### src/rtl/pipeline_hazard_ctrl_pkg.sv
// Shared encodings for the pipeline hazard sequencer.
// Pure declarations, no logic and no latency.
// No flow control of its own.
package pipeline_hazard_ctrl_pkg;

  // Sequencer states; MEM_WAIT remembers where to resume.
  typedef enum logic [1:0] {
    RUN        = 2'd0,
    LOAD_STALL = 2'd1,
    FLUSH      = 2'd2,
    MEM_WAIT   = 2'd3
  } state_t;

  // EX operand mux selects.
  localparam logic [1:0] FWD_RF    = 2'b00;
  localparam logic [1:0] FWD_EXMEM = 2'b01;
  localparam logic [1:0] FWD_MEMWB = 2'b10;

  // Width of the load-stall / flush down-counter (both limited to 1..3).
  localparam int unsigned SEQ_CNT_W = 2;

endpackage

### src/rtl/pipeline_hazard_ctrl_fwd_select.sv
// Forwarding select for one EX operand: MEM result beats WB result beats register file.
// Purely combinational, zero cycles.
// No backpressure; output follows inputs every cycle.
import pipeline_hazard_ctrl_pkg::*;

module pipeline_hazard_ctrl_fwd_select (
  input  logic [3:0] i_src_addr,
  input  logic [3:0] i_mem_w_addr,
  input  logic       i_mem_reg_write,
  input  logic [3:0] i_wb_w_addr,
  input  logic       i_wb_reg_write,
  output logic [1:0] o_fwd
);

  // Youngest producer wins; register 0 is an ordinary register here.
  always_comb begin
    o_fwd = FWD_RF;
    if (i_mem_reg_write && (i_mem_w_addr == i_src_addr)) begin
      o_fwd = FWD_EXMEM;
    end else if (i_wb_reg_write && (i_wb_w_addr == i_src_addr)) begin
      o_fwd = FWD_MEMWB;
    end
  end

endmodule

### src/rtl/pipeline_hazard_ctrl.sv
// Hazard sequencer: stalls on load-use, flushes IF/ID on taken branch, freezes on mem_busy, selects forwarding.
// Controls are combinational from state and inputs (act in the detection cycle); state updates next edge.
// mem_busy freezes the whole pipe and pre-empts any stall or flush in progress.
import pipeline_hazard_ctrl_pkg::*;

module pipeline_hazard_ctrl #(
  parameter int unsigned LOAD_LATENCY = 1,
  parameter int unsigned FLUSH_CYCLES = 1,
  parameter int unsigned CNT_W        = 8
) (
  input  logic             clk,
  input  logic             reset,
  input  logic [3:0]       id_a_addr,
  input  logic [3:0]       id_b_addr,
  input  logic             id_uses_a,
  input  logic             id_uses_b,
  input  logic [3:0]       ex_w_addr,
  input  logic             ex_reg_write,
  input  logic             ex_mem_read,
  input  logic [3:0]       mem_w_addr,
  input  logic             mem_reg_write,
  input  logic [3:0]       wb_w_addr,
  input  logic             wb_reg_write,
  input  logic             branch_taken,
  input  logic             mem_busy,
  output logic             pc_enable,
  output logic             if_id_enable,
  output logic             if_id_flush,
  output logic             id_ex_bubble,
  output logic [1:0]       fwd_a,
  output logic [1:0]       fwd_b,
  output logic [CNT_W-1:0] stall_count
);

  localparam logic [SEQ_CNT_W-1:0] LS_INIT = SEQ_CNT_W'(LOAD_LATENCY - 1);
  localparam logic [SEQ_CNT_W-1:0] FL_INIT = SEQ_CNT_W'(FLUSH_CYCLES - 1);
  localparam logic [CNT_W-1:0]     CNT_ONE = {{(CNT_W-1){1'b0}}, 1'b1};

  state_t               r_state;
  state_t               r_resume;
  logic [SEQ_CNT_W-1:0] r_cnt;
  logic [CNT_W-1:0]     r_stall_count;

  state_t               w_state_nxt;
  state_t               w_resume_nxt;
  state_t               w_eff;
  logic [SEQ_CNT_W-1:0] w_cnt_nxt;
  logic                 w_load_use;

  assign w_load_use = ex_mem_read & ex_reg_write &
                      ((id_uses_a & (id_a_addr == ex_w_addr)) |
                       (id_uses_b & (id_b_addr == ex_w_addr)));

  assign stall_count = r_stall_count;

  pipeline_hazard_ctrl_fwd_select u_fwd_a (
    .i_src_addr      (id_a_addr),
    .i_mem_w_addr    (mem_w_addr),
    .i_mem_reg_write (mem_reg_write),
    .i_wb_w_addr     (wb_w_addr),
    .i_wb_reg_write  (wb_reg_write),
    .o_fwd           (fwd_a)
  );

  pipeline_hazard_ctrl_fwd_select u_fwd_b (
    .i_src_addr      (id_b_addr),
    .i_mem_w_addr    (mem_w_addr),
    .i_mem_reg_write (mem_reg_write),
    .i_wb_w_addr     (wb_w_addr),
    .i_wb_reg_write  (wb_reg_write),
    .o_fwd           (fwd_b)
  );

  // Next-state and Mealy control outputs; MEM_WAIT acts as its resume state once memory is ready.
  always_comb begin
    pc_enable    = 1'b1;
    if_id_enable = 1'b1;
    if_id_flush  = 1'b0;
    id_ex_bubble = 1'b0;
    w_state_nxt  = r_state;
    w_resume_nxt = r_resume;
    w_cnt_nxt    = r_cnt;
    w_eff        = ((r_state == MEM_WAIT) && !mem_busy) ? r_resume : r_state;

    if (!reset) begin
      case (w_eff)
        RUN: begin
          if (mem_busy) begin
            pc_enable    = 1'b0;
            if_id_enable = 1'b0;
            w_state_nxt  = MEM_WAIT;
            w_resume_nxt = RUN;
          end else begin
            w_state_nxt = RUN;
            if (branch_taken) begin
              // The ID instruction is discarded, so a coincident load-use needs no bubble.
              if_id_flush = 1'b1;
              if (FLUSH_CYCLES > 1) begin
                w_state_nxt = FLUSH;
                w_cnt_nxt   = FL_INIT;
              end
            end else if (w_load_use) begin
              pc_enable    = 1'b0;
              if_id_enable = 1'b0;
              id_ex_bubble = 1'b1;
              if (LOAD_LATENCY > 1) begin
                w_state_nxt = LOAD_STALL;
                w_cnt_nxt   = LS_INIT;
              end
            end
          end
        end
        LOAD_STALL: begin
          pc_enable    = 1'b0;
          if_id_enable = 1'b0;
          if (mem_busy) begin
            // The load completes during the freeze; remaining stall cycles are moot.
            w_state_nxt  = MEM_WAIT;
            w_resume_nxt = RUN;
            w_cnt_nxt    = '0;
          end else begin
            id_ex_bubble = 1'b1;
            w_cnt_nxt    = r_cnt - 1'b1;
            w_state_nxt  = (r_cnt <= 1) ? RUN : LOAD_STALL;
          end
        end
        FLUSH: begin
          if (mem_busy) begin
            // Freeze with the counter held so the flush picks up where it left off.
            pc_enable    = 1'b0;
            if_id_enable = 1'b0;
            w_state_nxt  = MEM_WAIT;
            w_resume_nxt = FLUSH;
          end else begin
            if_id_flush = 1'b1;
            w_cnt_nxt   = r_cnt - 1'b1;
            w_state_nxt = (r_cnt <= 1) ? RUN : FLUSH;
          end
        end
        default: begin
          pc_enable    = 1'b0;
          if_id_enable = 1'b0;
        end
      endcase
    end
  end

  // Sequencer state, resume target and down-counter.
  always_ff @(posedge clk) begin
    if (reset) begin
      r_state  <= RUN;
      r_resume <= RUN;
      r_cnt    <= '0;
    end else begin
      r_state  <= w_state_nxt;
      r_resume <= w_resume_nxt;
      r_cnt    <= w_cnt_nxt;
    end
  end

  // Debug count of PC-frozen cycles, saturating at all-ones.
  always_ff @(posedge clk) begin
    if (reset) begin
      r_stall_count <= '0;
    end else if (!pc_enable && (r_stall_count != {CNT_W{1'b1}})) begin
      r_stall_count <= r_stall_count + CNT_ONE;
    end
  end

endmodule

### config.mk
export PLATFORM = sky130hd
export DESIGN_NAME = pipeline_hazard_ctrl
export DESIGN_NICKNAME = d
export VERILOG_FILES = /design/src/rtl/pipeline_hazard_ctrl_pkg.sv /design/src/rtl/pipeline_hazard_ctrl_fwd_select.sv /design/src/rtl/pipeline_hazard_ctrl.sv
export SDC_FILE = /design/constraint.sdc
export NUM_CORES = 1
export LEC_CHECK = 0
export CAP_MARGIN = 10
export CORE_MARGIN = 8
export CORE_UTILIZATION = 45
export CTS_BUF_LIST = sky130_fd_sc_hd__clkbuf_4 sky130_fd_sc_hd__clkbuf_8
export DETAILED_ROUTE_END_ITERATION = 16
export MAX_ROUTING_LAYER = met4
export PLACE_DENSITY = 0.91
export SYNTH_ARGS = -nofsm -noshare
export SYNTH_HDL_FRONTEND = slang
export SYNTH_HIERARCHICAL = 1
export SYNTH_SLANG_ARGS = --single-unit
### constraint.sdc
create_clock -name clk -period 2.7 [get_ports clk]
set_clock_uncertainty 0.15 [all_clocks]
set_input_delay 0.405 -clock clk [delete_from_list [all_inputs] [get_ports clk]]
set_output_delay 0.405 -clock clk [all_outputs]
set_load 0.02 [all_outputs]
==> flow_metrics.env, run 1 <==
# flow metrics
export IMPL_crit_path_start="ex_w_addr[3]"
export IMPL_netlist_area_um2=1160
export IMPL_run_status="finished clean"
export IMPL_syn_inst=147
export IMPL_synth_avg_cell_area_um2=7.92
export IMPL_hpwlAfterDp_mm=3.29
export IMPL_h_tree_depth=1
export IMPL_fin_util_pct=73.8
export IMPL_switching_share_pct=37.8
export IMPL_fillers=203
export IMPL_r2r_setup_slack_ns=0.28
export IMPL_top_power_group="combinational logic"
export IMPL_crit_end="pc_enable"
export IMPL_wl_met3_um=273
export IMPL_fin_area_um2=1830
export IMPL_endpoint_kind="primary output"
export IMPL_whs_endpoint="r_state[1]"
export IMPL_fp_util_pct=47.0
export IMPL_pwr_share_comb_pct=51.6
export IMPL_ant_nets=0
export IMPL_power_w=0.000790
export IMPL_dieArea_um2=4470
export IMPL_p_per_area_nw_per_um2=432
export IMPL_cell_internal_pwr_w=0.000492
export IMPL_cts_tree="yes"
export IMPL_ys_warn_count=6
export IMPL_fmax_mhz=374
export IMPL_dr_first_iter_drc_count=71
export IMPL_maxSlewViolCount=0
export IMPL_pre_cts_slack_ns=-0.382
export IMPL_cts_buffers_inserted=3
export IMPL_cts_sinks=13
export IMPL_p_seq_share_pct=31.1
export IMPL_setup_viol_count_final=0
export IMPL_core_um2=2480
export IMPL_worstSkewPairLatency_ns=0.28
export IMPL_viasPerCell=5.44
export IMPL_ys_seq_share_pct=22.3
export IMPL_wl_met1_mm=1.56
export IMPL_yosysTopAreaCell="dfxtp_1"
export IMPL_ys_area_um2=1160
export IMPL_worst_slack_ns=0.0249
-- run 1: critical path, cell delays in order --
cell and delay [ns]:
clkdlybuf4s50_1 0.46, xor2_1 0.19, nor4_2 0.35, nand2_1 0.11, a31oi_1 0.18, o21bai_1 0.09, dlygate4sd2_1 0.35
-- run 1: sequential cells by signal (all words and copies together), names as in the netlist --
signal       flops
r_state          2
stall_count      8
r_cnt            2
r_resume         1
-- run 1: cells in the final DEF, fill, tap and decap left out, types with 3 or more instances in the layout --
cell and count:
nand2_1 5, xnor2_1 3, dlygate4sd2_1 6, ha_1 6, inv_1 15, o21ai_0 8
dfxtp_1 13, nor3_1 4, clkbuf_4 4, clkdlybuf4s50_1 37, a21oi_1 7, a211oi_1 4
buf_4 26, a222oi_1 3, xor2_1 18, or3_1 4, nor2_1 12, nand3_1 5
-- run 1: logic make-up after synthesis --
kind of cell	synth area share, %
DFF	22.3
adders and majority gates	6.44
xor gates and xnor gates	15.8
buffers and inverters	7.52
and+or+nand+nor	25.0
AOI/OAI and AO/OA	22.0
muxes	0.859
-- run 1: repair_timing --
action                     in CTS  in global routing
resized                        16                  1
setup buffers                   0                  0
setup endpoints to repair       8                  3
-- run 1: cell type report --
type                            instances  area, um2  share of cell area, %
Sequential cell                        13        260                   14.2
Tap cell                               30       37.5                   2.05
Multi-Input combinational cell        114        817                   44.7
Clock buffer                            4       30.0                   1.64
Inverter                               15       56.3                   3.08
Timing Repair Buffer                   71        628                   34.3
-- run 1: per-layer routing --
metal	vias to the layer above	GRT usage [%]
met1	615	19.3
li1	665	-
met5	-	-
met2	56	31.5
met4	0	5.74
met3	8	4.03
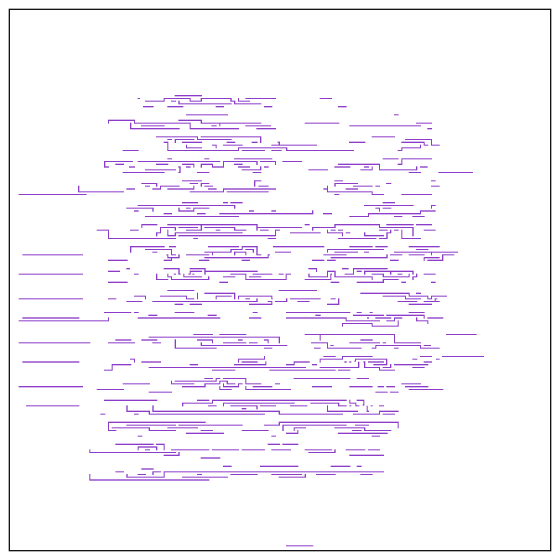
(run_1/m1.png)
longest straight run: 27.1 um
share of all routed wire: 41%

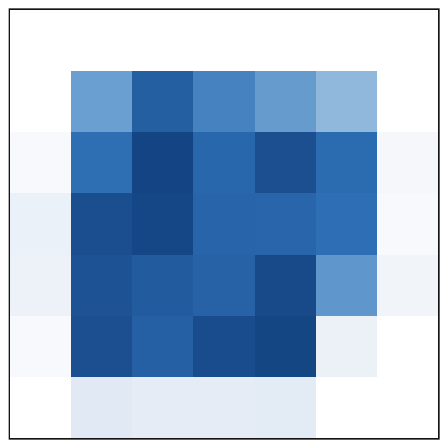
(run_1/util_map.png)
7 x 7 tiles, from white (low) to dark blue (high), 0 to 100% covered.
mean over tiles: 40%
tiles over 75% full: 35%
densest ninth of the die: center

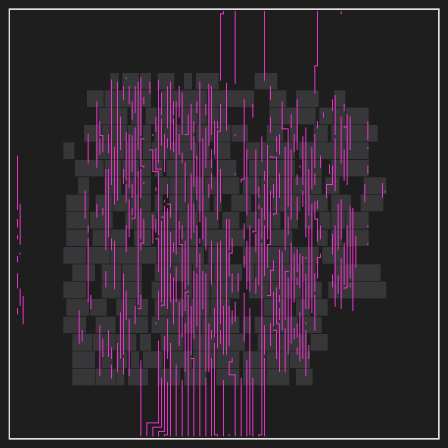
(run_1/m2.png)
main direction: vertical
share of all routed wire: 51%

--- run 2 (diff from run 1) ---
CTS_CLUSTER_SIZE = 30   (was default)
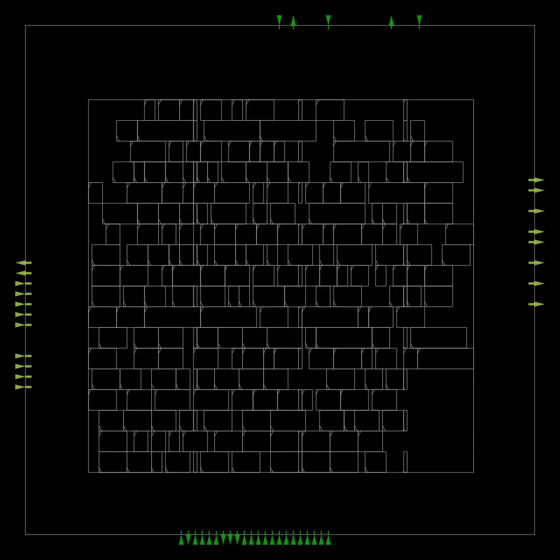
(run_2/placed.png)
Rows: 18
Tapcell Cnt: 30
registers: 13
Util after Layout: 73.8%
Core ar.: 2480 um2

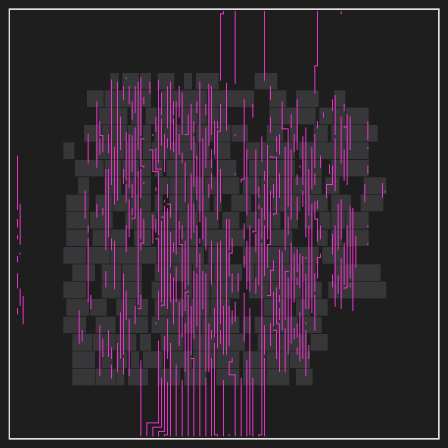
(run_2/m2.png)
main direction: vertical
wire length on this layer: 1950 um
longest straight run: 29.9 um
share of all routed wire: 51%

==> flow_metrics.env, run 2 <==
# flow metrics
export IMPL_syn_inst=147
export IMPL_lay_top_cells="clkdlybuf4s50_1 (37), buf_4 (26), xor2_1 (18)"
export IMPL_p_seq_share_pct=31.1
export IMPL_layout_top_cell="clkdlybuf4s50_1"
export IMPL_cts_tree="yes"
export IMPL_crit_path_start="ex_w_addr[3]"
export IMPL_p_per_area_nw_per_um2=432
export IMPL_setup_viol_count_final=0
export IMPL_dr_first_iter_drc_count=71
export IMPL_hpwlAfterDp_mm=3.29
export IMPL_h_tree_depth=1
export IMPL_cts_sinks=13
export IMPL_viasPerCell=5.44
export IMPL_ys_area_um2=1160
export IMPL_largest_reg_flops=8
export IMPL_ys_seq_share_pct=22.3
export IMPL_pwr_share_comb_pct=51.6
export IMPL_cts_buffers_inserted=3
export IMPL_run_status="finished clean"
export IMPL_netlist_area_um2=1160
export IMPL_pre_cts_slack_ns=-0.382
export IMPL_ys_warn_count=6
export IMPL_synth_avg_cell_area_um2=7.92
export IMPL_dieArea_um2=4470
export IMPL_fmax_mhz=374
export IMPL_fp_util_pct=47.0
export IMPL_post_cts_buffers=0
export IMPL_fin_area_um2=1830
export IMPL_cell_internal_pwr_w=0.000492
export IMPL_worst_slack_ns=0.0249
export IMPL_endpoint_kind="primary output"
export IMPL_fillers=203
export IMPL_regArea_um2=260
export IMPL_ant_nets=0
export IMPL_switching_share_pct=37.8
export IMPL_comb_area_um2=817
export IMPL_power_w=0.000790
run 2: area by class of cell:
type / count / share of cell area, %
clock buffer: 4 / 1.64
inverter: 15 / 3.08
multi-input combinational: 114 / 44.7
sequential: 13 / 14.2
tap: 30 / 2.05
timing repair buffer: 71 / 34.3
run 2: logic make-up (layout without fill, tap and decap cells):
kind of cell | after synthesis | after routing | share of synthesized area [%]
DFF | 13 | 13 | 22.3
adders and majority gates | 6 | 6 | 6.44
xor gates and xnor gates | 21 | 21 | 15.8
buffers and inverters | 20 | 90 | 7.52
muxes | 1 | 1 | 0.859
and+or+nand+nor | 49 | 49 | 25.0
AOI/OAI and AO/OA | 37 | 37 | 22.0
run 2: critical path, stage by stage:
cell and delay, ns:
clkdlybuf4s50_1 0.46, xor2_1 0.19, nor4_2 0.35, nand2_1 0.11
a31oi_1 0.18, o21bai_1 0.09, dlygate4sd2_1 0.35
run 2: path summary, 6_finish.rpt:
kind               endpoint  slack [ns]  cells after the start
min reg2reg      r_state[1]        0.36                      2
max reg2reg  stall_count[5]        0.28                     10
max               pc_enable        0.02                      7
min              r_state[1]        0.36                      2
run 2: power by group through the flow:
stage	registers [W]	clock network, W	logic (W)
after detailed placement	0.000249	0	0.000412
after global placement	0.000247	0	0.000394
after CTS	0.000245	0.000141	0.000408
after global routing	0.000250	0.000150	0.000444
after floorplan	0.000260	0	0.000203
final	0.000246	0.000137	0.000408
run 2: layer usage:
metal | vias to the layer above | GRT usage [%] | wire (um)
met4 | 0 | 5.74 | 56
met1 | 615 | 19.3 | 1560
met3 | 8 | 4.03 | 273
met2 | 56 | 31.5 | 1950
li1 | 665 | - | -
met5 | - | - | 0
--- run 3 (diff from run 2) ---
CTS_CLUSTER_DIAMETER = 30   (was default)
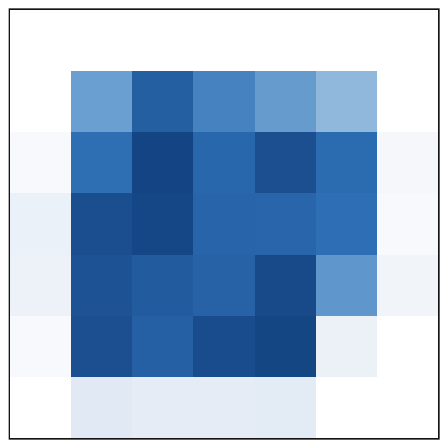
(run_3/util_map.png)
7 x 7 tiles, from white (low) to dark blue (high), 0 to 100% covered.
densest ninth of the die: center
tiles over 75% full: 35%
mean over tiles: 40%

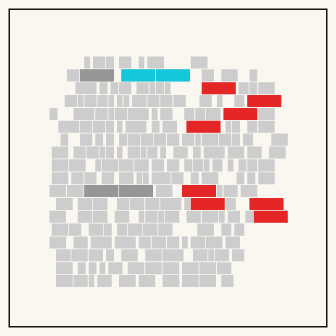
(run_3/ff_map.png)
| color | netlist name | sequential cells |
|---|---|---|
| cyan | r_state | 2 |
| red | stall_count | 8 |
not colored: 3

==> flow_metrics.env, run 3 <==
# flow metrics
export IMPL_run_status="finished clean"
export IMPL_cts_hold_buf=0
export IMPL_ys_area_um2=1160
export IMPL_maxSlewViolCount=0
export IMPL_netlist_area_um2=1160
export IMPL_reg2regPathDepth=10
export IMPL_dieArea_um2=4470
export IMPL_fmax_mhz=374
export IMPL_cts_sinks=13
export IMPL_hold_path_cell_count=2
export IMPL_numSynthFlops=13
export IMPL_cts_tree="yes"
export IMPL_fin_area_um2=1830
export IMPL_r2r_end="stall_count[5]"
export IMPL_crit_end="pc_enable"
export IMPL_cap_violations=0
export IMPL_h_tree_depth=1
export IMPL_area_growth_pct=57.0
export IMPL_cts_buffers_inserted=3
export IMPL_dr_first_iter_drc_count=71
export IMPL_dpl_instance_area_um2=1820
export IMPL_r2r_setup_slack_ns=0.28
export IMPL_viasPerCell=5.44
export IMPL_whs_endpoint="r_state[1]"
export IMPL_firstDrtPassIters=4
export IMPL_layout_top_cell="clkdlybuf4s50_1"
export IMPL_fin_util_pct=73.8
export IMPL_worst_slack_ns=0.0249
export IMPL_ant_nets=0
export IMPL_synth_avg_cell_area_um2=7.92
export IMPL_hpwlAfterDp_mm=3.29
export IMPL_largest_reg_flops=8
export IMPL_crit_path_start="ex_w_addr[3]"
export IMPL_comb_area_um2=817
export IMPL_setup_viol_count_final=0
export IMPL_core_um2=2480
export IMPL_die_y_um=66.9
export IMPL_syn_inst=147
export IMPL_power_w=0.000790
export IMPL_lay_top_cells="clkdlybuf4s50_1 (37), buf_4 (26), xor2_1 (18)"
export IMPL_regArea_um2=260
export IMPL_place_congestion=0.921
export IMPL_fp_util_pct=47.0
export IMPL_ys_seq_share_pct=22.3
export IMPL_endpoint_kind="primary output"
export IMPL_p_per_area_nw_per_um2=432
-- run 3: cell counts after synthesis --
No cell type changed its count.
-- run 3: logic make-up after synthesis --
group,after synthesis,share of synthesized area (%)
adder cells (fa/ha/maj),6,6.44
multiplexers,1,0.859
flip-flops,13,22.3
buffers and inverters,20,7.52
XOR/XNOR,21,15.8
AND-OR/OR-AND,37,22.0
AND/OR/NAND/NOR,49,25.0
-- run 3: per-layer routing --
| layer | part of all wire (%) | track usage (%) | routed length (um) |
|---|---|---|---|
| met1 | 41 | 19.3 | 1560 |
| met4 | 1.5 | 5.74 | 56 |
| met2 | 51 | 31.5 | 1950 |
| met5 | 0 | - | 0 |
| met3 | 7.1 | 4.03 | 273 |
-- run 3: where the power goes --
| group | switching [W] | internal [W] | total, W |
|---|---|---|---|
| clock | 0.0000694 | 0.0000675 | 0.000137 |
| combinational | 0.000200 | 0.000208 | 0.000408 |
| sequential | 0.0000292 | 0.000216 | 0.000246 |
| total | 0.000299 | 0.000492 | 0.000790 |
-- run 3: critical path, cell delays in order --
cell             delay, ns
clkdlybuf4s50_1       0.46
xor2_1                0.19
nor4_2                0.35
nand2_1               0.11
a31oi_1               0.18
o21bai_1              0.09
dlygate4sd2_1         0.35
-- run 3: layout make-up --
class / instances / share of cell area (%)
multi-input combinational: 114 / 44.7
inverter: 15 / 3.08
tap: 30 / 2.05
timing repair buffer: 71 / 34.3
sequential: 13 / 14.2
clock buffer: 4 / 1.64
-- run 3: timing repair --
action / CTS / global route
gates cloned: 0 / 0
buffers inserted: 0 / 0
gates resized: 16 / 1
setup endpoints to repair: 8 / 3
No activity file was given, so power comes from the tool's default toggle rates.
